--- config.mk ---
export PLATFORM = sky130hd
export DESIGN_NAME = fetch_queue
export DESIGN_NICKNAME = d
export VERILOG_FILES = /design/src/rtl/fetch_queue_pkg.sv /design/src/rtl/fetch_queue_fifo.sv /design/src/rtl/fetch_queue.sv
export SDC_FILE = /design/constraint.sdc
export NUM_CORES = 1
export LEC_CHECK = 0
export CORE_MARGIN = 10
export CORE_UTILIZATION = 50
export DETAILED_ROUTE_END_ITERATION = 10
export GPL_TIMING_DRIVEN = 0
export PLACE_DENSITY = 0.72
export SLEW_MARGIN = 25
export SYNTH_ARGS = -nofsm -noshare
export SYNTH_HDL_FRONTEND = slang
export SYNTH_HIERARCHICAL = 1
export SYNTH_SLANG_ARGS = --single-unit
--- constraint.sdc ---
create_clock -name clk -period 3.2 [get_ports clk]
set_input_delay 0.48 -clock clk [delete_from_list [all_inputs] [get_ports clk]]
set_output_delay 0.48 -clock clk [all_outputs]
set_load 0.02 [all_outputs]
--- src/rtl/fetch_queue_pkg.sv ---
// Shared constants and types for the fetch_queue instruction front-end.
package fetch_queue_pkg;

    localparam int          FQ_XLEN     = 32;
    localparam logic [31:0] FQ_RESET_PC = 32'h0;
    localparam int          FQ_PC_INC   = 4;

    typedef enum logic {
        RUN  = 1'b0,
        DROP = 1'b1
    } fq_state_t;

    typedef struct packed {
        logic [FQ_XLEN-1:0] pc;
        logic [FQ_XLEN-1:0] inst;
    } fq_entry_t;

endpackage

--- src/rtl/fetch_queue_fifo.sv ---
// Prefetch buffer: DEPTH-entry circular FIFO with a combinational head and a synchronous flush.
module fetch_queue_fifo
    import fetch_queue_pkg::*;
#(
    parameter int  DEPTH   = 4,
    parameter int  CW      = $clog2(DEPTH) + 1,
    parameter type entry_t = fq_entry_t
) (
    input  logic          clk,
    input  logic          rst,
    input  logic          push,
    input  logic          pop,
    input  logic          flush,
    input  entry_t        wdata,
    output entry_t        rdata,
    output logic [CW-1:0] count,
    output logic          empty,
    output logic          full
);

    localparam int PW = $clog2(DEPTH);

    entry_t        mem [DEPTH];
    logic [PW-1:0] rd_ptr;
    logic [PW-1:0] wr_ptr;
    logic          do_push;
    logic          do_pop;

    assign empty   = (count == '0);
    assign full    = (count == CW'(DEPTH));
    // A push into a full buffer is only accepted when the head leaves in the same cycle.
    assign do_push = push && (!full || pop);
    assign do_pop  = pop && !empty;
    assign rdata   = mem[rd_ptr];

    always_ff @(posedge clk) begin
        if (do_push) begin
            mem[wr_ptr] <= wdata;
        end
    end

    always_ff @(posedge clk or negedge rst) begin
        if (!rst) begin
            rd_ptr <= '0;
            wr_ptr <= '0;
            count  <= '0;
        end else if (flush) begin
            rd_ptr <= '0;
            wr_ptr <= '0;
            count  <= '0;
        end else begin
            if (do_push) begin
                wr_ptr <= wr_ptr + PW'(1);
            end
            if (do_pop) begin
                rd_ptr <= rd_ptr + PW'(1);
            end
            count <= count + CW'(do_push) - CW'(do_pop);
        end
    end

endmodule

--- src/rtl/fetch_queue.sv ---
// Instruction fetch front-end: sequential PC generation, one outstanding fetch, prefetch buffer to decode.
module fetch_queue
    import fetch_queue_pkg::*;
#(
    parameter int              DEPTH    = 4,
    parameter int              XLEN     = FQ_XLEN,
    parameter logic [XLEN-1:0] RESET_PC = XLEN'(FQ_RESET_PC)
) (
    input  logic            clk,
    input  logic            rst,
    output logic            imem_req,
    output logic [XLEN-1:0] imem_addr,
    input  logic            imem_ack,
    input  logic [XLEN-1:0] imem_rdata,
    input  logic            redirect,
    input  logic [XLEN-1:0] redirect_pc,
    output logic            inst_valid,
    output logic [XLEN-1:0] inst,
    output logic [XLEN-1:0] inst_pc,
    input  logic            inst_ready
);

    localparam int CW = $clog2(DEPTH) + 1;

    typedef struct packed {
        logic [XLEN-1:0] pc;
        logic [XLEN-1:0] inst;
    } entry_t;

    fq_state_t       state;
    fq_state_t       state_next;
    logic [XLEN-1:0] fetch_pc;
    logic [XLEN-1:0] fetch_pc_next;
    logic [XLEN-1:0] pending_pc;
    logic [XLEN-1:0] pending_pc_next;
    logic [XLEN-1:0] target;
    logic            fire;
    logic            push;
    logic            pop;
    entry_t          wdata;
    entry_t          head;
    logic [CW-1:0]   unused_count;
    logic            fifo_empty;
    logic            fifo_full;

    assign target    = redirect_pc & ~XLEN'(3);
    assign fire      = imem_req && imem_ack;
    assign imem_addr = fetch_pc;
    assign wdata     = '{pc: fetch_pc, inst: imem_rdata};

    // The redirect cycle hides the head so decode never consumes a stale instruction.
    assign inst_valid = !fifo_empty && !redirect;
    assign pop        = inst_valid && inst_ready;
    assign inst       = inst_valid ? head.inst : '0;
    assign inst_pc    = inst_valid ? head.pc   : '0;

    fetch_queue_fifo #(
        .DEPTH   (DEPTH),
        .CW      (CW),
        .entry_t (entry_t)
    ) u_fifo (
        .clk   (clk),
        .rst   (rst),
        .push  (push),
        .pop   (pop),
        .flush (redirect),
        .wdata (wdata),
        .rdata (head),
        .count (unused_count),
        .empty (fifo_empty),
        .full  (fifo_full)
    );

    always_ff @(posedge clk or negedge rst) begin
        if (!rst) begin
            state      <= RUN;
            fetch_pc   <= RESET_PC;
            pending_pc <= '0;
        end else begin
            state      <= state_next;
            fetch_pc   <= fetch_pc_next;
            pending_pc <= pending_pc_next;
        end
    end

    // imem_req is gated by rst so it drops immediately on reset assertion, before any clock edge.
    always_comb begin
        state_next      = state;
        fetch_pc_next   = fetch_pc;
        pending_pc_next = pending_pc;
        push            = 1'b0;
        imem_req        = 1'b0;
        case (state)
            RUN: begin
                imem_req = rst && !fifo_full;
                if (redirect) begin
                    if (fire || !imem_req) begin
                        fetch_pc_next = target;
                    end else begin
                        pending_pc_next = target;
                        state_next      = DROP;
                    end
                end else if (fire) begin
                    push          = 1'b1;
                    fetch_pc_next = fetch_pc + XLEN'(FQ_PC_INC);
                end
            end
            DROP: begin
                // The abandoned fetch must still complete; its address stays on the bus until ack.
                imem_req = rst;
                if (fire) begin
                    state_next    = RUN;
                    fetch_pc_next = redirect ? target : pending_pc;
                end else if (redirect) begin
                    pending_pc_next = target;
                end
            end
            default: begin
                state_next = RUN;
            end
        endcase
    end

endmodule

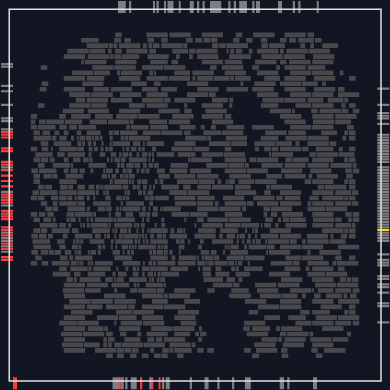
(images/pins.png)
Drawn at 2 px/um. Pins as bars across the die edge, other pins in grey.
port	colour	pins	direction	edge
redirect	yellow	1	input	east
redirect_pc	red	32	input	26 west, 6 south
Die H: 185 um
Die Width: 185 um

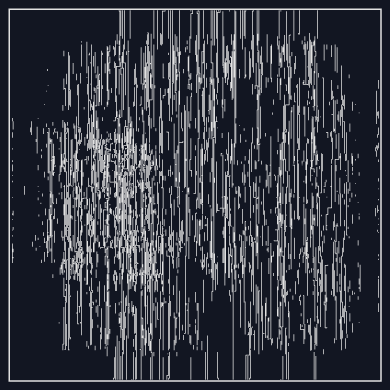
(images/met2.png)
Drawn at 2 px/um.
share of all routed wire	48%
wire length on this layer	15100 um
nets with wire on the layer	971
main direction	vertical
routing usage on met2: 30.1%
routed via count: 8100
WL final: 31500 um

==> flow_summary.json <==
{
  "pg_comb_mw": 1.09,
  "instances_no_fill": 1381,
  "top_cells_by_area": "edfxtp_1 (56%), dfrtp_1 (13%), mux4_2 (11%)",
  "die_area_um2": 34300,
  "ys_sh_adder_pct": 0.789,
  "internal_power_mw": 8.02,
  "timing.final.crit_share_pct": 95.4,
  "crit_chain": "buf_4 -> buf_2 -> mux4_2 -> and2_1 -> clkdlybuf4s50_1",
  "path_depth": 5,
  "cp-end-kind": "output pin",
  "tapCellCount": 341,
  "rr_startpoint": "state$_DFF_PN0_",
  "timing.critical_path.slowest_stage_cell": "clkdlybuf4s50_1",
  "dpl_cell_area_um2": 15800,
  "synth_area_um2": 13600,
  "route.met3.wl_um": 2400,
  "critPathTopFamily": "buffers and inverters",
  "p_leak_nw": 5.85,
  "status": "completed",
  "hp-class": "primary input to asynchronous set/reset pin",
  "yosysTopAreaCellShare_pct": 56.4,
  "layout.nets": 1091,
  "insertion_delay_ps": 510,
  "routabilityCongestion": 0.880,
  "grt_max_degree": 43,
  "worstRegToRegCells": 12,
  "largestClassByArea": "sequential cells",
  "yosys-top-cells-count": "edfxtp_1 (256), and2_1 (76), dfrtp_1 (72)",
  "grt_antenna_before_repair": 0,
  "ys_sh_aoi_pct": 6.61,
  "diodes": 0,
  "grt_pass1_vias": 8307,
  "yosys.cell_types.count": 62,
  "clockPowerShare_pct": 39.8,
  "ys_sh_simple_pct": 7.42,
  "clkbuf_count": 48,
  "cp.arrival_ps": 2570,
  "numClockSinks": 328,
  "p_switching_mw": 2.45,
  "drc_errors": 0,
  "final_layout_size_suffix_gt1_share_pct": 18.7,
  "clock.fmax_mhz": 327,
  "finalPower_mw": 10.5,
  "design_area_um2": 17100,
  "setup_viol": 0,
  "setup.worst_path.end": "inst_pc[1]",
  "setup_slack_ps": 146,
  "yosysMostFrequentCell": "edfxtp_1",
  "path_clk_slew_ps": 60,
  "powerClk_mw": 4.17,
  "power.share.sequential_pct": 49.8,
  "clockRootBuffer": "clkbuf_16",
  "ys_warn_count": 6,
  "largest_register": "u_fifo/mem",
  "combGateArea_um2": 3870,
  "fp-row-count": 60,
  "ys_seq_elements": 328,
  "drv_slew": 0,
  "port_buffers": 163,
  "path_class": "flip-flop to output pin",
  "inverters": 18,
  "powerDensity_nw_per_um2": 611,
  "period_minus_slack_ps": 3050,
  "ff_type": "edfxtp_1",
  "use_met3_pct": 4.15,
  "cp_num_buf_inv": 3,
  "combPwrFrac_pct": 10.4,
  "hold_buffers": 4,
  "required_ps": 2720,
  "p_sw_share_pct": 23.4,
  "first_pass_iters": 5,
  "synth_area_leader_cell": "edfxtp_1",
  "hpwlAfterDp_um": 20900,
  "lay_top_cells": "edfxtp_1 (256), clkdlybuf4s50_1 (162), and2_1 (72), dfrtp_1 (71), mux4_2 (64)",
  "grt.total_usage_pct": 18.6,
  "cts_resized": 12,
  "ys_cells": 808,
  "htreeDepth": 2,
  "synthXorXnorAreaFrac_pct": 0.128,
  "largest_register_ffs": 256,
  "dp.cells": 1317,
  "coreArea_um2": 26900,
  "wl_met1_um": 13300,
  "wl_per_cell_um": 22.8,
  "hold_viol": 0,
  "syn_nets": 885,
  "seq_area_um2": 9490,
  "buffer_area_share_pct": 12.1,
  "clkCellAreaFrac_pct": 7.03,
  "r2r_end": "u_fifo/count[2]$_DFF_PN0_",
  "grt_pass1_wl_um": 49000,
  "grt_setup_unrepaired": "false",
  "relSlewSlack_pct": 36.8,
  "met2_length_um": 15100,
  "fin_skew_ps": 18.9,
  "synthArstFlopShare_pct": 22.0,
  "synth_area_per_cell_um2": 16.9,
  "synthCells": 808,
  "io_pins": 167,
  "sh_comb_area_pct": 22.6,
  "layout_top_cell": "edfxtp_1",
  "ys_seq_share_pct": 69.6,
  "maxCapViolations": 0,
  "edf_count": 256,
  "startpoint": "u_fifo/rd_ptr[1]$_DFFE_PN0P_",
  "clockBufferDepth": 3,
  "warning_count": 31,
  "overflow": 0,
  "tightest_slew_ps": 945,
  "ant_nets": 0,
  "ys_sh_mux_pct": 13.3,
  "crit_path_max_incr_delay_ps": 540,
  "fp_util_pct": 50.7,
  "worstSetupStartpointType": "flip-flop",
  "via_per_inst": 5.87,
  "num-multi-input-gates": 415,
  "synthTopLogicFamily": "multiplexers",
  "yosys-stat-area_um2": 13600,
  "cp_max_fo": 19,
  "ir_worst_vdd_mv": 0.325,
  "cts_tree": "built",
  "power_leader": "registers",
  "powerSeq_mw": 5.21,
  "cts_setup_buffers": 0,
  "fin_setup_tns_ps": 0,
  "use_met1_pct": 25.1,
  "gr-max-usage-layer": "met2",
  "syn_to_final_growth_pct": 25.7,
  "timing.hold.ws_ps": 50.9,
  "r2r_slack_ps": 210,
  "place_ws_ps": -709,
  "signal_buffers": 216,
  "drt_iter0_drc": 738,
  "highest_layer": "met4",
  "cts_buffers": 35
}
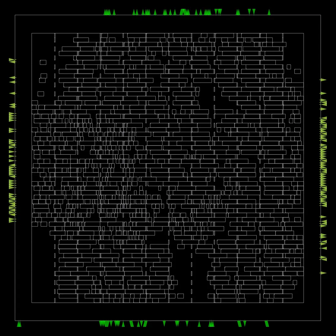
(images/final_placement.png)
final design utilization: 63.8%
FFs & Latches: 328
Seq area share: 55.4%
Fill cells: 1916

